==> config.mk <==
export PLATFORM = sky130hd
export DESIGN_NAME = zerosoc_uart_rx
export DESIGN_NICKNAME = d
export VERILOG_FILES = /design/src/rtl/zerosoc_uart_rx_pkg.sv /design/src/rtl/zerosoc_uart_rx_fifo.sv /design/src/rtl/zerosoc_uart_rx.sv
export SDC_FILE = /design/constraint.sdc
export NUM_CORES = 1
export LEC_CHECK = 0
export CELL_PAD_IN_SITES_DETAIL_PLACEMENT = 0
export CELL_PAD_IN_SITES_GLOBAL_PLACEMENT = 1
export CORE_ASPECT_RATIO = 1.25
export CORE_MARGIN = 10
export CORE_UTILIZATION = 45
export CTS_BUF_LIST = sky130_fd_sc_hd__clkbuf_8
export DETAILED_ROUTE_END_ITERATION = 8
export GPL_TIMING_DRIVEN = 0
export PLACE_DENSITY = 0.82
export SLEW_MARGIN = 10
export SYNTH_ARGS = -nofsm -noshare
export SYNTH_HDL_FRONTEND = slang
export SYNTH_SLANG_ARGS = --single-unit
==> constraint.sdc <==
create_clock -name clk_i -period 3.55 [get_ports clk_i]
set_clock_uncertainty 0.1 [all_clocks]
set_input_delay 0.355 -clock clk_i [delete_from_list [all_inputs] [get_ports clk_i]]
set_output_delay 0.355 -clock clk_i [all_outputs]
set_load 0.03 [all_outputs]
Fig. 1: run 1, floorplan with the power grid
Bar = 20 um. Pins as bars on the die edge.
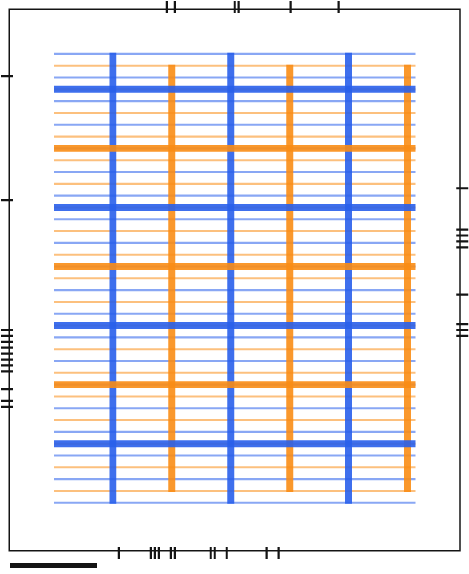
| color | net |
|---|---|
| blue | VSS |
| orange | VDD |
met4 straps: 6
met5 straps: 7
core area: 8610 um^2
Die X: 103 um
Peak VDD IR: 0.205 mV
die y size: 124 um

Fig. 2: run 1, placed cells, one color a class
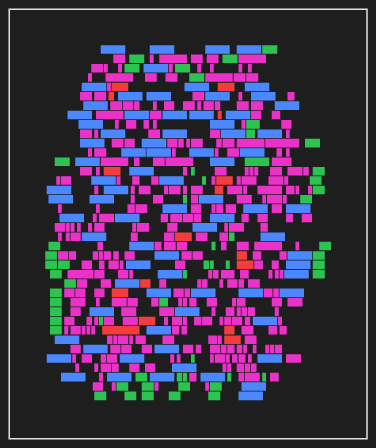
| color | class | cells | share of their area |
|---|---|---|---|
| blue | registers | 79 | 35% |
| red | clock drivers and dummy loads | 16 | 4.3% |
| magenta | remaining logic cells | 310 | 50% |
| green | remaining buffers and delay cells | 56 | 11% |
final core occ: 54.7%
Seq area share: 33.6%

Fig. 3: run 1, routed clock nets over the placement
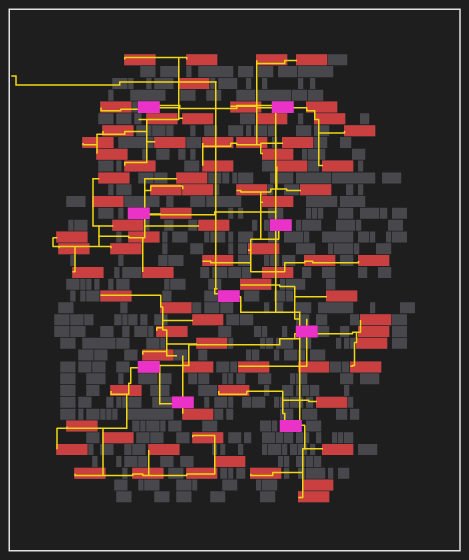
[magenta] clock-net drivers | count: 9
[red] flip-flops | count: 79
[yellow] clock wires | length: 1050 um
routed clock nets: 10
Late-Pin Clk Latency: 0.37 ns
Clk pwr share: 41.1%
clk pwr: 0.675 mW

Fig. 4: run 1, signal wires by layer
Bar = 20 um.
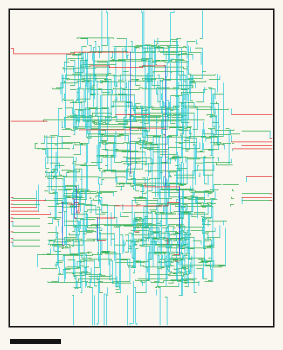
| color | layer | wire length |
|---|---|---|
| red | M3 | 351 um |
| green | M1 | 3800 um |
| cyan | M2 | 4210 um |
| blue | M4 | 165 um |
DR vias: 2963
Total Routed Length: 8.53 mm
GRT Resource Usage Total: 13.7%

==> reports/metrics.yaml <==
outcome: "completed"
grt_max_degree: 15
critPathMaxStageDelay_ns: 0.49
cp.required_ns: 3.09
worstSetupEndpointType: "output port"
grt_overflow: 0
cp_num_buf_inv: 3
arrival_ns: 2.64
cp-start-kind: "register"
cp.depth: 7
cts_tree: "built"
hold_path.class: "input pin to register"
synthDistinctLibCells: 53
numCtsBuffers: 9
ys_chip_area_um2: 3920
final_cell_mix: "79 x dfxtp_1, 54 x nand2_1, 36 x nor2_1"
maxSlewHeadroom_pct: 62.0
crit_type: "register to output port"
drive_above_1_share_pct: 10.8
grt_setup_unrepaired: "false"
tightest_slew_ns: 0.570
numSynthFlops: 79
fmaxAchievable_ghz: 0.323
setup_slack_ns: 0.454
place_area_um2: 4440
ant_nets: 0
htree_levels: 3
final_nets: 491
wire_per_inst_um: 14.7
vias_per_cell: 5.10
min_path_cells: 3
portBuffers: 37
ys_cells: 406
fp_util_pct: 45.6
syn_to_final_growth_pct: 20.1
first_global_vias: 2924
post-place-ws_ns: 0.200
warning_count: 30
lay_top_count: "dfxtp_1"
dr.pass1.iters: 7
rows: 38
drcViolationCount: 0
hpwl_mm: 6.26
p_total_mw: 1.64
avgSynthCellArea_um2: 9.66
cts_sinks: 79
period_minus_slack_ns: 3.10
cts_hold_buffers: 0
tns_ns: 0
ios: 39
design_area_um2: 4710
crit_slowest_cell: "mux4_2"
crit_chain: "inv_1 -> ha_1 -> nand3_2 -> xor2_4 -> buf_4 -> mux4_2 -> dlymetal6s2s_1"
chipArea_um2: 12900
place_congestion: 0.841
p_leak_nw: 2.07
grt_pass1_wl_mm: 14.0
antennaDiodeCount: 0
reg2reg_setup_slack_ns: 0.76
path_delay_family: "buffers and inverters"
reg2reg_depth: 8
antenna_found_initial: 0
timing.final.crit_share_pct: 87.2
maxCapViolCount: 0
ys_seq_share_pct: 40.3
worst-path-max-fanout: 7
syn_inst: 406
setup_viol: 0
root_buffer: "clkbuf_8"
clk_path_buf_depth: 2
drt_iter0_markers: 131
largest_reg_flops: 32
hold_viol: 0
syn_nets: 441
power.density_nw_per_um2: 349
-- run 1: power by group --
part | switching (mW) | internal [mW] | leakage, nW
clock network | 0.349 | 0.326 | 0.101
logic | 0.0416 | 0.0376 | 1.34
registers | 0.00195 | 0.888 | 0.637
-- run 1: worst reg2reg max path, cell delays in order, from the launching register on --
cell and delay [ns]:
dfxtp_1 0.40, inv_1 0.10, ha_1 0.20, fa_1 0.38, xnor3_1 0.27, o211ai_1 0.17, nor3_1 0.39, nand2_1 0.43
mux2i_1 0.23
-- run 1: cell families (layout without fill, tap and decap cells) --
kind of cell | after synthesis | after routing | synth area share (%)
AND-OR/OR-AND | 27 | 27 | 5.27
AND/OR/NAND/NOR | 168 | 168 | 22.4
flip-flops | 79 | 79 | 40.3
XOR/XNOR | 49 | 49 | 11.5
adder cells (fa/ha/maj) | 12 | 12 | 4.02
buffers and inverters | 29 | 84 | 3.16
multiplexers | 42 | 42 | 13.3
-- run 1: final cells by class --
| cell class | instances | area, um^2 |
|---|---|---|
| inverter | 12 | 45.0 |
| tap | 120 | 150 |
| buffer | 17 | 78.8 |
| fill | 807 | 3900 |
| timing repair buffer | 39 | 418 |
| sequential | 79 | 1580 |
| multi-input combinational | 298 | 2240 |
| clock inverter | 7 | 72.6 |
| clock buffer | 9 | 124 |
-- run 1: stage by stage --
| step | cells | hold WS, ns |
|---|---|---|
| after global placement | 563 | 0.293 |
| after global routing | 581 | 0.295 |
| after floorplan | 406 | 0.286 |
| after detailed placement | 563 | 0.298 |
| final | 581 | 0.242 |
| after CTS | 581 | 0.241 |
-- run 1: metal layers --
layer | global-route usage, % | vias up | part of all wire, %
li1 | - | 1486 | -
met4 | 5.25 | 0 | 1.9
met2 | 22.5 | 51 | 49
met5 | 0 | - | 0
met1 | 16.1 | 1409 | 45
met3 | 4.11 | 17 | 4.1
-- run 1: timing repair --
item,4_1_cts,5_1_grt
pin swaps,1,0
setup endpoints to repair,8,8
buffers inserted,2,0
resized,2,9
-- run 1: cell usage after synthesis (all sizes together) --
library cell | instances | area [um^2]
or3 | 3 | 23.8
o21ai | 9 | 75.1
dfxtp | 79 | 1580
or4 | 1 | 7.51
nor3 | 4 | 20.0
xor2 | 28 | 253
xnor3 | 1 | 22.5
nand2b | 6 | 37.5
a211o | 2 | 17.5
nand2 | 54 | 203
nor4bb | 1 | 10.0
inv | 12 | 45.0
or3b | 1 | 8.76
nand3b | 2 | 15.0
a21boi | 2 | 15.0
o211a | 1 | 10.0
clkbuf | 11 | 41.3
and4 | 2 | 17.5
nand4 | 3 | 25.0
a21oi | 5 | 25.0
buf | 6 | 37.5
nor4 | 5 | 65.1
a211oi | 1 | 7.51
ha | 11 | 138
nor2b | 9 | 56.3
o21bai | 1 | 7.51
nor3b | 2 | 20.0
and2 | 5 | 31.3
o211ai | 1 | 7.51
nor2 | 36 | 135
a41oi | 1 | 8.76
fa | 1 | 20.0
mux4 | 8 | 180
mux2i | 34 | 340
o21a | 3 | 22.5
and3 | 6 | 37.5
and3b | 1 | 8.76
xnor2 | 20 | 175
a221o | 1 | 10.0
nand4b | 2 | 17.5
nand3 | 25 | 140
Power is estimated from default activity; no workload was simulated.
